<file path="src/rtl/subs_pipe.sv">
// rtl/subs_pipe.sv - elastic pipelined signed subtractor with optional saturation
module subs_pipe #(
    parameter int W      = 8,
    parameter int STAGES = 2,
    parameter int SAT    = 0
) (
    input  logic         clk,
    input  logic         rst_b,
    input  logic         in_valid,
    output logic         in_ready,
    input  logic [W-1:0] a,
    input  logic [W-1:0] b,
    output logic         out_valid,
    input  logic         out_ready,
    output logic [W:0]   diff,
    output logic         ovf,
    output logic         busy
);

    // Saturation bounds, already sign-extended to W+1 bits
    localparam logic [W:0] SAT_MAX = {2'b00, {(W-1){1'b1}}};
    localparam logic [W:0] SAT_MIN = {2'b11, {(W-1){1'b0}}};

    logic [STAGES-1:0] v_q, v_d;
    logic [STAGES-1:0] ovf_q, ovf_d;
    logic [W:0]        diff_q [STAGES];
    logic [W:0]        diff_d [STAGES];
    logic [STAGES-1:0] ready;

    logic [W:0] full;
    logic [W:0] res_diff;
    logic       res_ovf;

    // Full-precision difference; out of W-bit range exactly when the top two bits disagree
    always_comb begin
        full     = {a[W-1], a} - {b[W-1], b};
        res_diff = full;
        res_ovf  = 1'b0;
        if ((SAT != 0) && (full[W] != full[W-1])) begin
            res_ovf  = 1'b1;
            res_diff = full[W] ? SAT_MIN : SAT_MAX;
        end
    end

    // Bubble-collapsing ready chain, evaluated from the output back to the input
    always_comb begin
        ready = '0;
        ready[STAGES-1] = !v_q[STAGES-1] | out_ready;
        for (int i = STAGES - 2; i >= 0; i--) begin
            ready[i] = !v_q[i] | ready[i+1];
        end
    end

    // Each ready stage takes its upstream slot; an invalid slot only clears v and keeps old data
    always_comb begin
        v_d    = v_q;
        ovf_d  = ovf_q;
        diff_d = diff_q;
        if (ready[0]) begin
            v_d[0] = in_valid;
            if (in_valid) begin
                diff_d[0] = res_diff;
                ovf_d[0]  = res_ovf;
            end
        end
        for (int i = 1; i < STAGES; i++) begin
            if (ready[i]) begin
                v_d[i] = v_q[i-1];
                if (v_q[i-1]) begin
                    diff_d[i] = diff_q[i-1];
                    ovf_d[i]  = ovf_q[i-1];
                end
            end
        end
    end

    // Pipeline registers; reset discards everything in flight
    always_ff @(posedge clk or negedge rst_b) begin
        if (!rst_b) begin
            v_q   <= '0;
            ovf_q <= '0;
            for (int i = 0; i < STAGES; i++) begin
                diff_q[i] <= '0;
            end
        end else begin
            v_q    <= v_d;
            ovf_q  <= ovf_d;
            diff_q <= diff_d;
        end
    end

    assign in_ready  = ready[0];
    assign out_valid = v_q[STAGES-1];
    assign diff      = diff_q[STAGES-1];
    assign ovf       = ovf_q[STAGES-1];
    assign busy      = |v_q;

endmodule

</file>
<file path="config.mk">
export PLATFORM = sky130hd
export DESIGN_NAME = subs_pipe
export DESIGN_NICKNAME = d
export VERILOG_FILES = /design/src/rtl/subs_pipe.sv
export SDC_FILE = /design/constraint.sdc
export NUM_CORES = 1
export LEC_CHECK = 0
export CORE_MARGIN = 4
export CORE_UTILIZATION = 40
export CTS_BUF_LIST = sky130_fd_sc_hd__clkbuf_16
export DETAILED_ROUTE_END_ITERATION = 12
export MAX_ROUTING_LAYER = met4
export PLACE_DENSITY = 0.69
export SETUP_SLACK_MARGIN = 0.3
export SYNTH_ARGS = -nofsm -noshare
export SYNTH_HDL_FRONTEND = slang
export SYNTH_SLANG_ARGS = --single-unit
</file>
<file path="constraint.sdc">
create_clock -name clk -period 1.34 [get_ports clk]
set_input_delay 0.201 -clock clk [delete_from_list [all_inputs] [get_ports clk]]
set_output_delay 0.201 -clock clk [all_outputs]
set_load 0.01 [all_outputs]
</file>
==> run_1/m3.png <==
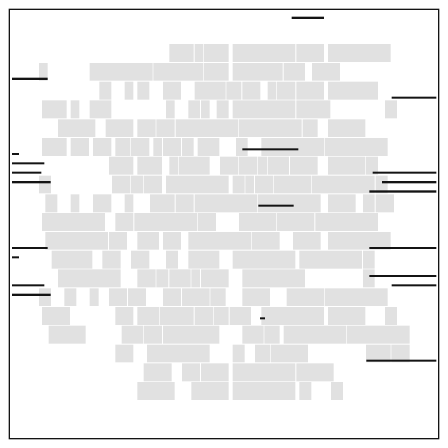
wire length on this layer: 118 um
main direction: horizontal

==> run_1/clock_wires.png <==
Bar = 20 um.
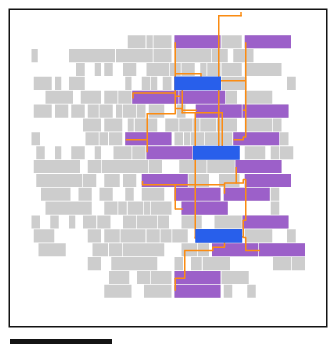
[purple] flip-flops | count: 20
[orange] clock wires | length: 240 um
[blue] clock-net drivers | count: 3
routed clock nets: 4
clock-net power: 604 uW
Late-Pin Clk Latency: 0.25 ns
Clock Skew: 0.00110 ns
Clock power frac: 0.269

==> run_1/closeup.png <==
Region (11, 11) to (51, 51) um. Cells in grey, sequential cells in the stronger grey; small squares are vias.
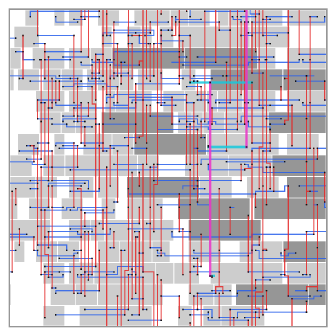
[magenta] M4
[blue] M1
[red] M2
[cyan] M3
most frequent: buf_4 (18), dfrtp_1 (15), mux2_4 (8)
netlist names of flops here include: diff (7), diff_q (7)
cells with their middle in the window: 115
sequential cells in the window: 15

==> run_1/clock_nets.png <==
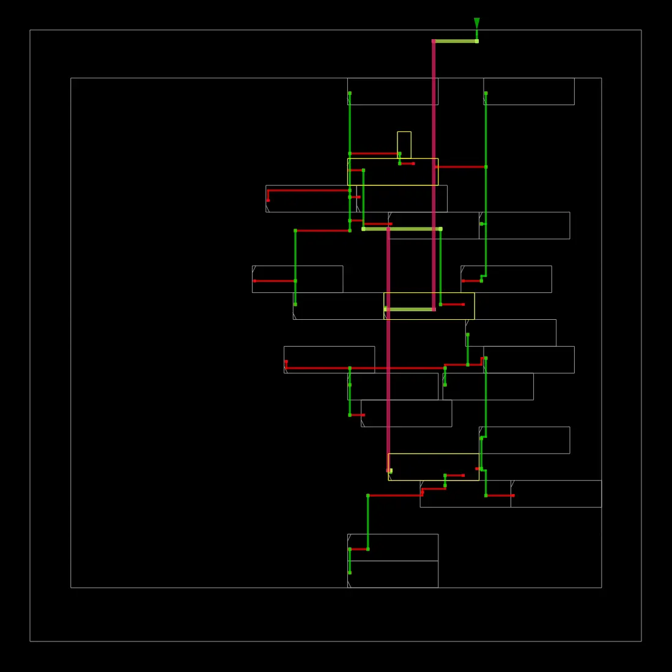
Layout clock buffers: 3
Num CTS Buffers: 3
Clock Sinks: 20
flop count: 20

==> Changelog: implementation, run 1 <==
### Changed

- Status: complete, but fails checks
- Violated checks: setup timing
- Via density: about 5
- Synth cell types: 31
- Postcts setup bufs: 5
- Number of global-route vias before repair: 998
- DP Area: between 0.0015 and 0.002 mm2
- CTS tree: yes
- Most frequent cell after synthesis: dfrtp_1
- Fin crit period: between 1 and 1.5 ns
- Comb. pwr: roughly 810 uW
- Layout cells sized above 1: 0.604
- Power, Total: 2250 uW
- Ys flops: 20
- Synth async-reset ratio: 1.00
- Vias: 979
- Logic pwr share: 0.361
- Post-synth seq share: 0.429
- Max_cap viols: 0
- Setup Viol. Count Final: 2
- Critical Path AT: 1.53 ns
- Clk pin slew, worst setup/hold paths: ~0.050 ns
- Final Instance Area: ~0.0019 mm2
- H-tree depth: 1
- Post-Syn Area: between 0.001 and 0.0015 mm2
- Wirelength per Cell: about 14 um
- Total leakage power: just over 0.0009 uW
- Placed Cells: approximately 180
- Comb gates: 73
- Flop share of the area: 0.260
- F_max: 0.726 GHz
- HPWL after DPL: between 1500 and 2000 um
- Final std cells w/o fill: 195
- Maximum vdd drop: 1090 uV
- Critical path class: in2reg
- Signal buf overhead: 0.239
- Top cells by area: dfrtp_1, ha_1, mux2_2
- Main flop type: dfrtp_1
- FF/Latch Area: around 500 um2
- PD cells: 1170 mW/mm2
- Pin count of the biggest net entering global routing: 21
- # DRC: 0
- Internal power: between 1500 and 2000 uW
- Final antenna-violating net count: 0
- Final worst setup slack: -0.0368 ns
- DIE HEIGHT: around 62 um
- Syn avg cell area: between 10 and 15 um2
- Yosys stat cell total: 112
- Rows: 19
- Fin util: 0.693
- Pre-CTS WS: -0.842 ns
- Syn nets: ~140
- Worst-case clock buffer depth: 2
- CTS Root Buffer Type: clkbuf_16
- Worst Path Required: approximately 1.5 ns
- Logic area: between 700 and 800 um2
- Post-synth EDFFs: 0
- Critical path startpoint category: input port
- Inverters: 10
- Largest class: combinational gates
- RSZ-0062 raised after global routing: true
- Routability congestion estimate: around 0.67
- Final wirelength: 2660 um
- Diodes inserted: 0
- Sequential fraction of design power: 0.370
- Logic share of the area: 0.409
- Yosys chip area: between 0.001 and 0.0015 mm2
- Resized Gates After CTS: between 100 and 150
- Final Max Tran Viols: 0
- Initial Util: 0.419
- Port Buffers: 31
- # Taps: 31
- Yosys warns: 0
- Final-layout clock-cell area share: 0.0409
- Buffers excl. clock: approximately 57
- Mapped Cells: 112
- IO Count: 33
- Global-route wire length before repair: approximately 4500 um
- Total die area: a little under 0.004 mm2
- Gr usage total: 0.164
- Fillers: about 200
- Die width: about 62 um
- Log Warnings: 29
- Area share, top type: 0.429
- Final hold slack: roughly 0.24 ns
- CP Capture Type: flip-flop
- Top pwr grp: registers
- Area Growth Syn to Fin: 65.2%
- P_sw: between 600 and 700 uW
- Sequential Power: between 800 and 900 uW
- First drt pass iteration count: 4
- Synth area leader: dfrtp_1
- Initial antenna violation count: 0
- Hold Path Class: in2reg
- Sw Ratio: 0.279
- Total grt overflow: 0
- Tcrit/Tclk final: 1.03
- Crit path max fanout: 3
- Fin nets: 194
- CORE AREA: around 0.0028 mm2
- DRT iter0 DRCs: 38
- Final hold vios: 0
- Top cells by count: dfrtp_1, buf_4, inv_1
- CTS Hold Bufs: 0
- Setup TNS: -0.0403 ns
-- run 1: logic make-up after synthesis --
kind of cell / after synthesis / synth area share
xor+xnor: 2 / 0.0150
buf+inv: 21 / 0.101
other cells: 1 / 0.00322
mux: 9 / 0.0869
compound gates: 24 / 0.146
simple gates: 26 / 0.116
flops: 20 / 0.429
fa+ha+maj: 9 / 0.103
-- run 1: final timing paths --
path	startpoint	to	slack, ns	cells after the start
min in group asynchronous	rst_b	diff[1]	0.28	2
setup / recovery	a[0]	diff_q[15]	-0.04	9
max in group asynchronous	rst_b	diff_q[11]	0.85	2
setup reg to reg	v_q[1]	diff[3]	0.19	4
hold reg to reg	diff_q[13]	diff_q[13]	0.49	1
hold / removal	b[0]	diff_q[9]	0.24	3
-- run 1: critical path: stages --
cell	delay, ns
buf_8	0.08
inv_8	0.03
ha_4	0.15
fa_2	0.34
nor2b_2	0.14
o31a_1	0.20
o21a_1	0.15
nor3_2	0.04
o31ai_1	0.19
-- run 1: cell usage in the layout, fill, tap and decap left out, types with 3 or more instances in the layout --
| cell type | count |
|---|---|
| buf_2 | 12 |
| o21ai_2 | 3 |
| buf_8 | 3 |
| mux2_4 | 9 |
| o21a_1 | 6 |
| buf_4 | 22 |
| inv_2 | 3 |
| buf_6 | 9 |
| nand2_1 | 3 |
| nor3_2 | 3 |
| nor2_1 | 3 |
| inv_1 | 4 |
| a21oi_1 | 3 |
| ha_4 | 6 |
| clkbuf_16 | 3 |
| nand2_4 | 3 |
| clkbuf_2 | 4 |
| nand2_2 | 3 |
| dfrtp_1 | 20 |
| clkdlybuf4s50_1 | 4 |
-- run 1: metal layers --
metal,vias to the layer above,global-route usage,part of all wire
met5,-,-,0
met4,0,0.0636,0.019
met3,4,0.0186,0.044
met2,22,0.284,0.54
met1,471,0.192,0.40
li1,482,-,-
--- run 2 (diff from run 1) ---
- clock period: 1.34 -> 1.7 ns (I/O delays scaled with it)
==> run_2/closeup.png <==
Region (11, 11) to (51, 51) um. Cells in grey, sequential cells in the stronger grey; small squares are vias.
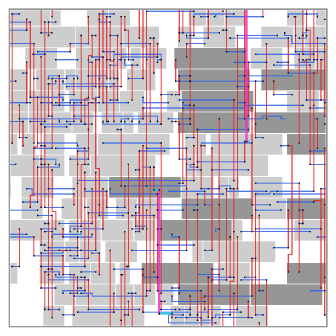
[magenta] M4
[cyan] M3
[red] M2
[blue] M1
sequential cells in the window: 15
cells with their middle in the window: 116
netlist names of flops here include: diff_q (8), diff (7)
most frequent: buf_4 (19), dfrtp_1 (15)

==> run 2 against run 1 <==
Final area down 5.2%. The flow now finishes without violations. Sequential share of layout area rose by 1.4 points. Largest cell class unchanged. Core utilization decreased by 3.6 points. Clock power fell by 23%. Sequential cell count is the same. Global-route usage down 1.7 points.
==> Changelog: implementation, run 2 <==
### Changed

- Status: finished clean
- Fin crit period: 1.48 ns
- # Taps: 31 (unchanged)
- Setup Viol. Count Final: 0 (-2)
- Commonest Layout Cell: buf_4
- Diodes inserted: 0 (unchanged)
- PD cells: 928 mW/mm2 (-20%)
- Crit path max fanout: 3 (unchanged)
- Synth area leader: dfrtp_1
- Final-layout clock-cell area share: 0.0432 (+0.00224)
- Total grt overflow: 0 (unchanged)
- Die width: 62.0 um (unchanged)
- CTS Root Buffer Type: clkbuf_16
- IO Count: 33 (unchanged)
- Layout clock buffers: 3 (unchanged)
- H-tree depth: 1 (unchanged)
- Clock Sinks: 20 (unchanged)
- Log Warnings: 29 (unchanged)
- Area share, top type: 0.429 (unchanged)
- Yosys chip area: 0.00117 mm2 (unchanged)
- Largest class: combinational gates
- Final Instance Area: 0.00183 mm2 (-5.2%)
- Pre-CTS WS: -0.573 ns (+0.269 ns)
- Pin count of the biggest net entering global routing: 21 (unchanged)
- Worst-case clock buffer depth: 2 (unchanged)
- Vias: 949 (-3.1%)
- Final std cells w/o fill: 191 (-2.1%)
- Initial antenna violation count: 0 (unchanged)
- Flop count: 20 (unchanged)
- CORE AREA: 0.00278 mm2 (unchanged)
- Port Buffers: 31 (unchanged)
- Number of global-route vias before repair: 1,028 (+3.0%)
- Initial Util: 0.419 (unchanged)
- Via density: 4.97 (-1.0%)
- Top cells by count: dfrtp_1, buf_4, inv_1
- Final Max Tran Viols: 0 (unchanged)
- Area Growth Syn to Fin: 56.7%
- DRT iter0 DRCs: 30 (-21%)
- Post-synth seq share: 0.429 (unchanged)
- Final wirelength: 2510 um (-5.7%)
- Synth cell types: 31 (unchanged)
- Late-Pin Clk Latency: 0.24 ns (about the same)
- Power, Total: 1700 uW (-25%)
- Most frequent cells in the layout: buf_4, dfrtp_1, nand2_1, mux2_2, dlymetal6s2s_1
- Most frequent cell after synthesis: dfrtp_1
- Yosys warns: 0 (unchanged)
- Wirelength per Cell: 13.2 um (-3.7%)
- Num CTS Buffers: 3 (unchanged)
- CTS tree: yes
- Critical path class: in2reg
- Rows: 19 (unchanged)
- Comb gates: 71 (-2.7%)
- CP Capture Type: flip-flop
- Worst Path Required: 1.84 ns (+0.34 ns)
- RSZ-0062 raised after global routing: true
- Post-Syn Area: 0.00117 mm2 (unchanged)
- Clk pin slew, worst setup/hold paths: 0.05 ns (about the same)
- First drt pass iteration count: 4 (unchanged)
- Logic area: 662 um2 (-16%)
- Syn avg cell area: 10.4 um2 (unchanged)
- Logic share of the area: 0.362 (-0.0468)
- Ys flops: 20 (unchanged)
- Tcrit/Tclk final: 0.869
- Syn nets: 141 (unchanged)
- Post-synth EDFFs: 0 (unchanged)
- FF/Latch Area: 500 um2 (unchanged)
- Layout cells sized above 1: 0.438 (-0.166)
- Critical path startpoint category: input port
- Fillers: 215 (+7.0%)
- Clock Skew: 0.00229 ns (+0.00119 ns)
- Critical Path AT: 1.61 ns (+0.08 ns)
- DIE HEIGHT: 62.0 um (unchanged)
- Fin nets: 190 (-2.1%)
- HPWL after DPL: 1990 um (+5.9%)
- Top cells by area: dfrtp_1, ha_1, mux2_2
- Main flop type: dfrtp_1
- Routability congestion estimate: 0.732 (+9.5%)
- Signal buf overhead: 0.272 (+0.0330)
- Yosys stat cell total: 112 (unchanged)
- Final antenna-violating net count: 0 (unchanged)
- Synth async-reset ratio: 1.00 (unchanged)
- Mapped Cells: 112 (unchanged)
- Buffers excl. clock: 55 (-3.5%)
- Maximum vdd drop: 901 uV (-18%)
- Hold Path Class: in2reg
- DP Area: 0.00163 mm2 (-4.3%)
- Global-route wire length before repair: 4180 um (-7.9%)
- Max_cap viols: 0 (unchanged)
- Final worst setup slack: 0.222 ns (+0.259 ns)
- F_max: between 0.6 and 0.7 GHz
- Flop share of the area: 0.274 (+0.0142)
- Gr usage total: 0.147 (-0.0166)
- Total leakage power: 0.000909 uW (-0.76%)
- # DRC: 0 (unchanged)
- Total die area: 0.00384 mm2 (unchanged)
- Inverters: 10 (unchanged)
- Placed Cells: 179 (-1.6%)
- Final hold vios: 0 (unchanged)
run 2: worst paths after layout:
kind | from | end | slack [ns] | cells after the start
worst max-delay path | a[0] | diff_q[13] | 0.22 | 10
worst min-delay path | b[0] | diff_q[9] | 0.31 | 3
worst max register to register | v_q[1] | diff_q[17] | 0.35 | 7
worst min register to register | diff_q[13] | diff_q[13] | 0.49 | 1
max in group asynchronous | rst_b | diff[1] | 1.15 | 2
min in group asynchronous | rst_b | diff[3] | 0.34 | 2
run 2: worst max-delay path: stages:
cell and delay, ns:
buf_8 0.08, inv_8 0.03, ha_4 0.15, fa_2 0.35
nor2b_2 0.13, o31a_1 0.21, buf_4 0.14, buf_6 0.08
a211oi_2 0.03, a21o_1 0.16
run 2: timing repair:
action,4_1_cts,5_1_grt
hold endpoints to repair,0,0
cloned,0,0
setup buffers,5,3
gates resized,56,19
hold buffers,0,0
pin swaps,20,15
setup endpoints to repair,11,18
run 2: cell families (layout without fill, tap and decap cells):
family,count (synthesis),in the layout,synth area share
compound gates,24,24,0.146
xor+xnor,2,2,0.0150
fa+ha+maj,9,9,0.103
buf+inv,21,69,0.101
flops,20,20,0.429
mux,9,9,0.0869
other cells,1,1,0.00322
simple gates,26,26,0.116
run 2: metrics by stage:
step	hold WS [ns]	utilization	TNS, ns
floorplan	-0.0406	-	0
finish	0.307	0.657	0
detailed placement	0.477	0.587	-2.75
global route	0.308	0.657	0
global placement	0.463	0.587	-2.25
CTS	0.309	0.641	0
run 2: power breakdown:
part	total, uW	internal [uW]	switching (uW)
combinational	586	348	237
clock	463	312	151
sequential	647	590	57.5
run 2: routing by layer:
metal,track usage,share of wire,vias to the layer above,routed length [um]
li1,-,-,477,-
met3,0.00826,0.037,4,94
met1,0.152,0.38,448,951
met2,0.283,0.57,20,1420
met4,0.0606,0.017,0,42
met5,-,0,-,0
Power figures rest on the tool's default switching activity, not on a simulated workload.
